### Wiring by layer

Two of the layers only.
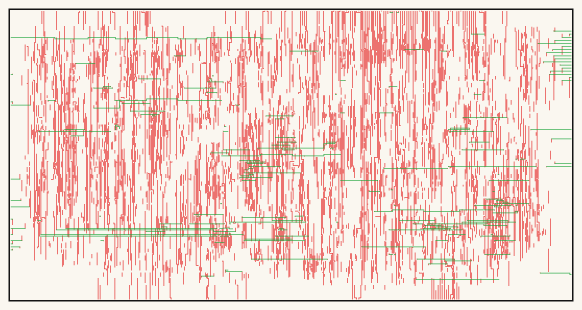
### Metal 1

Supply wires on this layer in gray.
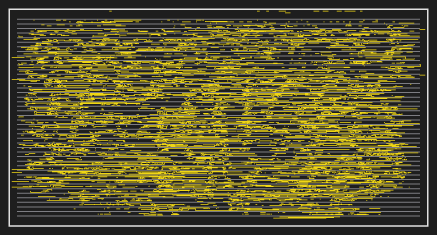
## config.mk

```make
export PLATFORM = sky130hd
export DESIGN_NAME = fft_writeback_ctrl
export DESIGN_NICKNAME = d
export VERILOG_FILES = /design/src/rtl/fft_pkg.sv /design/src/rtl/wb_addr_gen.sv /design/src/rtl/fft_writeback_ctrl.sv
export SDC_FILE = /design/constraint.sdc
export NUM_CORES = 1
export LEC_CHECK = 0
export ABC_AREA = 1
export CELL_PAD_IN_SITES_DETAIL_PLACEMENT = 0
export CELL_PAD_IN_SITES_GLOBAL_PLACEMENT = 1
export CORE_ASPECT_RATIO = 0.5
export CORE_MARGIN = 4
export CORE_UTILIZATION = 43
export DETAILED_ROUTE_END_ITERATION = 12
export PLACE_DENSITY_LB_ADDON = 0.1
export SLEW_MARGIN = 20
export SYNTH_ARGS = -nofsm -noshare
export SYNTH_HDL_FRONTEND = slang
export SYNTH_HIERARCHICAL = 1
export SYNTH_SLANG_ARGS = --single-unit
```

## constraint.sdc

```tcl
create_clock -name clk -period 4.6 [get_ports clk]
set_input_delay 0.92 -clock clk [delete_from_list [all_inputs] [get_ports clk]]
set_output_delay 0.92 -clock clk [all_outputs]
set_load 0.01 [all_outputs]
```

## src/rtl/fft_pkg.sv

```systemverilog
// Shared types and constants for the FFT result write-back path.
`timescale 1ns/1ps
package fft_pkg;

    typedef enum logic [1:0] {
        IDLE = 2'd0,
        RUN  = 2'd1,
        DONE = 2'd2
    } wb_state_t;

    // Result words are 32-bit, so consecutive words are 4 bytes apart.
    localparam int WORD_SHIFT = 2;

    localparam int DEF_ADDR_W = 32;
    localparam int DEF_DATA_W = 32;

endpackage

```

## src/rtl/wb_addr_gen.sv

```systemverilog
// Word index register plus shift-and-add producing the byte address of the
// next word to be accepted.
`timescale 1ns/1ps
module wb_addr_gen
    import fft_pkg::*;
#(
    parameter int ADDR_W = DEF_ADDR_W
) (
    input  logic              clk,
    input  logic              rst_n,
    input  logic              clr,
    input  logic              inc,
    input  logic [ADDR_W-1:0] base,
    output logic [ADDR_W-1:0] idx,
    output logic [ADDR_W-1:0] addr
);

    logic [ADDR_W-1:0] idx_q;
    logic [ADDR_W-1:0] idx_d;

    always_comb begin
        idx_d = idx_q;
        if (clr) begin
            idx_d = '0;
        end else if (inc) begin
            idx_d = idx_q + 1'b1;
        end
    end

    always_ff @(posedge clk or negedge rst_n) begin
        if (!rst_n) begin
            idx_q <= '0;
        end else begin
            idx_q <= idx_d;
        end
    end

    // The shift drops the top index bits and the sum wraps modulo 2^ADDR_W.
    assign idx  = idx_q;
    assign addr = base + (idx_q << WORD_SHIFT);

endmodule

```

## src/rtl/fft_writeback_ctrl.sv

```systemverilog
// Writes FFT result words to memory at offset + 4*index, holding each write
// until acknowledged, and flags done after filesize words have been written.
`timescale 1ns/1ps
module fft_writeback_ctrl
    import fft_pkg::*;
#(
    parameter int ADDR_W = DEF_ADDR_W,
    parameter int DATA_W = DEF_DATA_W
) (
    input  logic              clk,
    input  logic              rst_n,
    input  logic              enable,
    input  logic              pause,
    input  logic [ADDR_W-1:0] offset,
    input  logic [ADDR_W-1:0] filesize,
    input  logic              in_valid,
    input  logic [DATA_W-1:0] in_data,
    output logic              in_ready,
    output logic              mem_we,
    output logic [ADDR_W-1:0] mem_addr,
    output logic [DATA_W-1:0] mem_wdata,
    input  logic              mem_ack,
    output logic              busy,
    output logic              done,
    output wb_state_t         dbg_state
);

    // Input handshake: a word transfers in any cycle with in_valid && in_ready;
    // memory handshake: mem_we/mem_addr/mem_wdata hold until a cycle with mem_ack.

    wb_state_t         state_q, state_d;
    logic [ADDR_W-1:0] offset_q, offset_d;
    logic [ADDR_W-1:0] filesize_q, filesize_d;
    logic [ADDR_W-1:0] wr_cnt_q, wr_cnt_d;
    logic              mem_we_q, mem_we_d;
    logic [ADDR_W-1:0] mem_addr_q, mem_addr_d;
    logic [DATA_W-1:0] mem_wdata_q, mem_wdata_d;
    logic              busy_q, busy_d;
    logic              done_q, done_d;

    logic              start;
    logic              accept;
    logic              wr_fire;
    logic [ADDR_W-1:0] acc_cnt;
    logic [ADDR_W-1:0] next_addr;

    assign start   = enable && (state_q == IDLE || state_q == DONE);
    assign wr_fire = mem_we_q && mem_ack;
    // A new word may enter in the same cycle the pending write is acknowledged.
    assign in_ready = (state_q == RUN) && !pause && (acc_cnt < filesize_q)
                      && (!mem_we_q || mem_ack);
    assign accept  = in_valid && in_ready;

    wb_addr_gen #(.ADDR_W(ADDR_W)) u_addr_gen (
        .clk   (clk),
        .rst_n (rst_n),
        .clr   (start),
        .inc   (accept),
        .base  (offset_q),
        .idx   (acc_cnt),
        .addr  (next_addr)
    );

    always_comb begin
        state_d     = state_q;
        offset_d    = offset_q;
        filesize_d  = filesize_q;
        wr_cnt_d    = wr_cnt_q;
        mem_we_d    = mem_we_q;
        mem_addr_d  = mem_addr_q;
        mem_wdata_d = mem_wdata_q;

        case (state_q)
            IDLE, DONE: begin
                if (enable) begin
                    offset_d   = offset;
                    filesize_d = filesize;
                    wr_cnt_d   = '0;
                    state_d    = RUN;
                end
            end
            RUN: begin
                if (wr_fire) begin
                    wr_cnt_d = wr_cnt_q + 1'b1;
                end
                if (wr_cnt_q == filesize_q && !mem_we_q) begin
                    state_d = DONE;
                end
            end
            default: state_d = IDLE;
        endcase

        if (accept) begin
            mem_we_d    = 1'b1;
            mem_addr_d  = next_addr;
            mem_wdata_d = in_data;
        end else if (wr_fire) begin
            mem_we_d = 1'b0;
        end

        busy_d = (state_d == RUN);
        done_d = (state_d == DONE);
    end

    always_ff @(posedge clk or negedge rst_n) begin
        if (!rst_n) begin
            state_q     <= IDLE;
            offset_q    <= '0;
            filesize_q  <= '0;
            wr_cnt_q    <= '0;
            mem_we_q    <= 1'b0;
            mem_addr_q  <= '0;
            mem_wdata_q <= '0;
            busy_q      <= 1'b0;
            done_q      <= 1'b0;
        end else begin
            state_q     <= state_d;
            offset_q    <= offset_d;
            filesize_q  <= filesize_d;
            wr_cnt_q    <= wr_cnt_d;
            mem_we_q    <= mem_we_d;
            mem_addr_q  <= mem_addr_d;
            mem_wdata_q <= mem_wdata_d;
            busy_q      <= busy_d;
            done_q      <= done_d;
        end
    end

    assign mem_we    = mem_we_q;
    assign mem_addr  = mem_addr_q;
    assign mem_wdata = mem_wdata_q;
    assign busy      = busy_q;
    assign done      = done_q;
    assign dbg_state = state_q;

endmodule

```

==> summary.txt <==
run metrics: outcome complete, no violations, Worst Hold Class register to register, register area share after synthesis 39.8%, initial antenna violation count 0, met3 usage in global routing 4.31%, setup TNS 0 ns, Max-cap violations 0, comb area leader simple AND/OR/NAND/NOR gates, ANT cells 0, gr ovfl total 0, XOR Share, Synth 2.34%, yosys stat area 12,400 sq um, clk sinks 197, most frequent CP cell nand2_1, yosys warns 6, Reg2Reg Depth 17, non-clk buf share 11.9%, simple share 35.1%, Residual DRC 0, Final period util 81.0%, Setup Skew 0.0144 ns, pre-CTS setup slack 0.760 ns, dpl cells 2,253, deepest clock path buffer count 2, setup ws final 0.874 ns, M2 GR Usage 39.5%, syn_area_per_cell 7.10 sq um, DP Area 14,400 sq um, Post-synth ARST share 100%, PD cells 432 nW/um^2, Crit-path slowest cell dfrtp_1, CTS root buf clkbuf_16, fmax 268 MHz, Core Area 28,000 sq um, filler cell count 2,761, Critical Path AT 2.81 ns, Synth mux share 0%, fin crit period 3.73 ns, number of logic gates 1,282, Syn Nets 1,909, Commonest flop dfrtp_1, Rel. slew slack 40.9%, TritonCTS clock tree yes, pin count of the biggest net entering global routing 98, HPWL Detailed 29,600 um, Comb/total area 42.7%
## Picture notes: 'Wiring by layer'
met3: marked green, wire length 2,040 um. met2: marked red, wire length 17,600 um.
vias: 11,900
final WL: 38,200 um
total track usage: 24.4%
Routed wire per std cell: 16.7 um

## Picture notes: 'Metal 1'
The layer carries 17,900 um of wire. The longest straight run is 76.4 um.
GR Util met1: 34.1%

placed cells by master, fill, tap and decap left out, types with 8 or more instances in the layout:
| master | count |
|---|---|
| o21ai_0 | 67 |
| o22ai_1 | 11 |
| ha_1 | 62 |
| dfrtp_1 | 197 |
| xnor2_1 | 12 |
| nor2_4 | 9 |
| clkbuf_16 | 17 |
| nand3_1 | 71 |
| inv_1 | 206 |
| nand2_1 | 633 |
| nor2_1 | 143 |
| clkdlybuf4s50_1 | 169 |
| a21oi_1 | 66 |
| nor3_1 | 40 |
| xor2_1 | 21 |
| o21bai_1 | 9 |
| nand4_1 | 87 |
| buf_4 | 8 |
worst max-delay path, delay by kind of cell, from the launching register on:
kind                     cells  cell delay [ns]
AND/OR/NAND/NOR              9             0.91
buffers and inverters        3             0.60
flip-flops                   1             0.50
adder cells (fa/ha/maj)      1             0.35
worst paths after layout:
check,end,slack [ns]
setup / recovery,in_ready,0.87
hold / removal,offset_q[0],0.47
setup reg to reg,u_addr_gen/idx[20],1.08
hold reg to reg,offset_q[0],0.47
max in group asynchronous,wr_cnt_q[12],3.06
min in group asynchronous,wr_cnt_q[26],0.54
power breakdown:
group | switching (mW) | internal (mW) | total (mW)
clock | 0.747 | 0.849 | 1.60
combinational | 1.27 | 1.02 | 2.29
sequential | 0.389 | 2.20 | 2.59
total | 2.41 | 4.07 | 6.48
metal layers:
layer	vias to the layer above	wire [um]
li1	5888	-
met4	0	698
met3	44	2040
met1	5701	17900
met5	-	0
met2	302	17600
registers in the layout, summed over array words and instances, names as in the netlist:
register	count
busy	1
dbg_state	2
done	1
filesize_q	32
mem_addr	32
mem_wdata	32
mem_we	1
offset_q	32
u_addr_gen/idx	32
wr_cnt_q	32
Power figures rest on the tool's default switching activity, not on a simulated workload.
